Figure 1. Sequential cells grouped by signal name.
Scale: 3 px per micron. Other sequential cells in the stronger grey, the rest of the logic in the fainter grey.
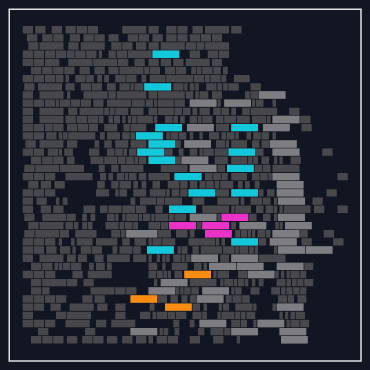
Figure 2. Clock wiring as the flow saved it.
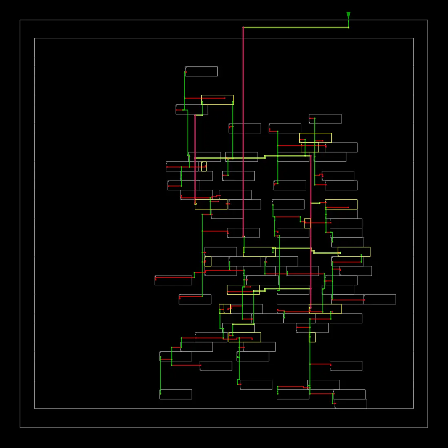
Figure 3. The metal 2 layer.
Scale: 3 px per micron.
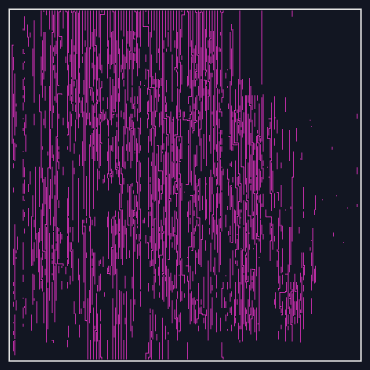
[src/rtl/nn_inference_ctrl.sv]
// Inference sequencer: launches the network, waits for completion (with a
// timeout), then scans the class scores one per cycle and reports argmax.
module nn_inference_ctrl #(
    parameter int NUM_CLASSES = 10,
    parameter int PROB_W      = 16,
    parameter int TIMEOUT_CYC = 65535
) (
    input  logic                          Clk,
    input  logic                          Reset_n,
    input  logic                          Start,
    output logic                          NN_Compute,
    input  logic                          NN_Done,
    input  logic [NUM_CLASSES*PROB_W-1:0] Probability,
    output logic                          Busy,
    output logic [3:0]                    Class,
    output logic [PROB_W-1:0]             Class_Prob,
    output logic                          Valid,
    output logic                          Timeout_Err
);

    localparam int CNT_W = $clog2(TIMEOUT_CYC + 1);
    localparam logic [CNT_W-1:0] CNT_LAST = CNT_W'(TIMEOUT_CYC - 1);
    localparam logic [3:0]       IDX_LAST = 4'(NUM_CLASSES - 1);

    localparam logic [2:0] S_IDLE   = 3'd0;
    localparam logic [2:0] S_LAUNCH = 3'd1;
    localparam logic [2:0] S_WAIT   = 3'd2;
    localparam logic [2:0] S_SCAN   = 3'd3;
    localparam logic [2:0] S_DONE   = 3'd4;

    logic [2:0]        state;
    logic [CNT_W-1:0]  wait_cnt;
    logic [3:0]        scan_idx;
    logic [3:0]        best_idx;
    logic [PROB_W-1:0] best_prob;
    logic [PROB_W-1:0] cur_prob;
    logic              take_cur;
    logic [3:0]        nxt_idx;
    logic [PROB_W-1:0] nxt_prob;

    // Strobes decode straight from the state register, so they cannot glitch
    // and drop with the asynchronous reset.
    assign NN_Compute = (state == S_LAUNCH);
    assign Busy       = (state != S_IDLE);
    assign Valid      = (state == S_DONE);

    // Score under evaluation; index 0 always seeds, later ones must beat
    // strictly so the lowest index wins a tie.
    assign cur_prob = Probability[int'(scan_idx)*PROB_W +: PROB_W];
    assign take_cur = (scan_idx == 4'd0) || (cur_prob > best_prob);
    assign nxt_idx  = take_cur ? scan_idx : best_idx;
    assign nxt_prob = take_cur ? cur_prob : best_prob;

    // Control FSM, wait counter, running best and result registers.
    always_ff @(posedge Clk or negedge Reset_n) begin
        if (!Reset_n) begin
            state       <= S_IDLE;
            wait_cnt    <= '0;
            scan_idx    <= '0;
            best_idx    <= '0;
            best_prob   <= '0;
            Class       <= '0;
            Class_Prob  <= '0;
            Timeout_Err <= 1'b0;
        end else begin
            case (state)
                S_IDLE: begin
                    if (Start) begin
                        state       <= S_LAUNCH;
                        Timeout_Err <= 1'b0;
                    end
                end
                S_LAUNCH: begin
                    wait_cnt <= '0;
                    state    <= S_WAIT;
                end
                S_WAIT: begin
                    if (NN_Done) begin
                        scan_idx <= '0;
                        state    <= S_SCAN;
                    end else if (wait_cnt == CNT_LAST) begin
                        Timeout_Err <= 1'b1;
                        state       <= S_IDLE;
                    end else begin
                        wait_cnt <= wait_cnt + CNT_W'(1);
                    end
                end
                S_SCAN: begin
                    best_idx  <= nxt_idx;
                    best_prob <= nxt_prob;
                    if (scan_idx == IDX_LAST) begin
                        // Result registers load on entry to DONE so they are
                        // already presented during the Valid cycle.
                        Class      <= nxt_idx;
                        Class_Prob <= nxt_prob;
                        state      <= S_DONE;
                    end else begin
                        scan_idx <= scan_idx + 4'd1;
                    end
                end
                S_DONE:  state <= S_IDLE;
                default: state <= S_IDLE;
            endcase
        end
    end

endmodule

[config.mk]
export PLATFORM = sky130hd
export DESIGN_NAME = nn_inference_ctrl
export DESIGN_NICKNAME = d
export VERILOG_FILES = /design/src/rtl/nn_inference_ctrl.sv
export SDC_FILE = /design/constraint.sdc
export NUM_CORES = 1
export LEC_CHECK = 0
export CAP_MARGIN = 20
export CORE_MARGIN = 4
export CORE_UTILIZATION = 40
export CTS_CLUSTER_DIAMETER = 40
export DETAILED_ROUTE_END_ITERATION = 8
export PLACE_DENSITY = 0.78
export SYNTH_ARGS = -nofsm -noshare
export SYNTH_HDL_FRONTEND = slang
export SYNTH_SLANG_ARGS = --single-unit
[constraint.sdc]
create_clock -name Clk -period 3.5 [get_ports Clk]
set_input_delay 0.525 -clock Clk [delete_from_list [all_inputs] [get_ports Clk]]
set_output_delay 0.525 -clock Clk [all_outputs]
set_load 0.01 [all_outputs]
==> results.sh <==
# physical design summary
export IMPL_outcome="finished, violations left"
export IMPL_violations="setup timing"
export IMPL_fmax_mhz=276
export IMPL_rrSetupSlack_ns=-0.12
export IMPL_yosys_area_sq_um=4730
export IMPL_synthArstFlopShare_pct=100
export IMPL_antenna_left=0
export IMPL_pre_cts_ws_ns=-0.298
export IMPL_clockPowerShare_pct=12.4
export IMPL_viasPerCell=5.57
export IMPL_slew_headroom_pct=38.8
export IMPL_fin_ws_ns=-0.117
export IMPL_maxCapViolations=0
export IMPL_top_cells_by_count="64 x dfrtp_1, 40 x nor2_1, 32 x mux4_2, 31 x nand2_1, 24 x nand3_1"
export IMPL_place_hpwl_mm=12.0
export IMPL_switching_power_mw=2.57
export IMPL_cts_root_buf="clkbuf_16"
export IMPL_post_cts_buffers=4
export IMPL_critPathRequiredTime_ns=3.71
export IMPL_ios=188
export IMPL_nNetsFinal=885
export IMPL_grtUsageMet2_pct=36.8
export IMPL_ir_drop_mv=0.543
export IMPL_internal_power_mw=3.88
export IMPL_post_cts_resized=8
export IMPL_synthesis_area_sq_um=4730
export IMPL_use_met3_pct=4.72
export IMPL_placementRows=39
export IMPL_setup_tns_ns=-1.91
export IMPL_cp_slowest_cell="mux4_2"
export IMPL_p_per_area_nw_per_um2=837
export IMPL_synth_top_cell_by_area="dfrtp_1"
export IMPL_cp_arrival_ns=3.83
export IMPL_setup_viol=19
export IMPL_avgRoutedWirePerCell_microns=19.3
export IMPL_grt_start_max_net_pins=42
export IMPL_leakagePower_nw=3.24
export IMPL_fp_util_pct=41.1
export IMPL_tool_warnings=30
export IMPL_wl_met2_mm=8.46
export IMPL_total_power_mw=6.45
export IMPL_place_gp_congestion=0.838
export IMPL_r2r_end="best_prob[11]$_DFFE_PN0P_"
export IMPL_drc_errors=0
export IMPL_yosysSeqAreaShare_pct=33.9
export IMPL_whs_ns=0.319
export IMPL_critical_path_top_delay_family="simple AND/OR/NAND/NOR gates"
export IMPL_post_synth_top_count_cell="dfrtp_1"
## Picture notes: Figure 1
name in the netlist	colour	placed flops
state	orange	3
best_idx	magenta	4
best_prob	cyan	16
not coloured	41
register area: 1610 sq um
Seq group: 1.21 mW
sequential share of cell area: 20.8%
final core utilization: 66.9%

## Picture notes: Figure 2
Clock Skew: 0.00451 ns
Clock Power: 0.801 mW
CTS Sinks: 64

## Picture notes: Figure 3
wire length on this layer	8460 microns
main direction	vertical
longest straight run	46.3 microns
share of all routed wire	52%

## layout make-up
| class | count | area (sq um) |
|---|---|---|
| Multi-Input combinational cell | 350 | 3050 |
| Clock inverter | 4 | 20.0 |
| Fill cell | 819 | 3810 |
| Sequential cell | 64 | 1610 |
| Tap cell | 143 | 179 |
| Inverter | 24 | 90.1 |
| Timing Repair Buffer | 251 | 2510 |
| Antenna cell | 1 | 2.50 |
| Clock buffer | 12 | 246 |
## through the flow
stage	cell area (sq um)	std cells
6_report	7700	849
5_1_grt	7700	849
4_1_cts	7320	832
3_5_place_dp	7000	812
3_3_place_gp	7000	812
2_1_floorplan	4730	470
## kinds of logic after synthesis
family,after synthesis
compound gates,95
xor+xnor,16
mux,68
flops,64
buf+inv,56
fa+ha+maj,21
simple gates,150
Power figures rest on the tool's default switching activity, not on a simulated workload.
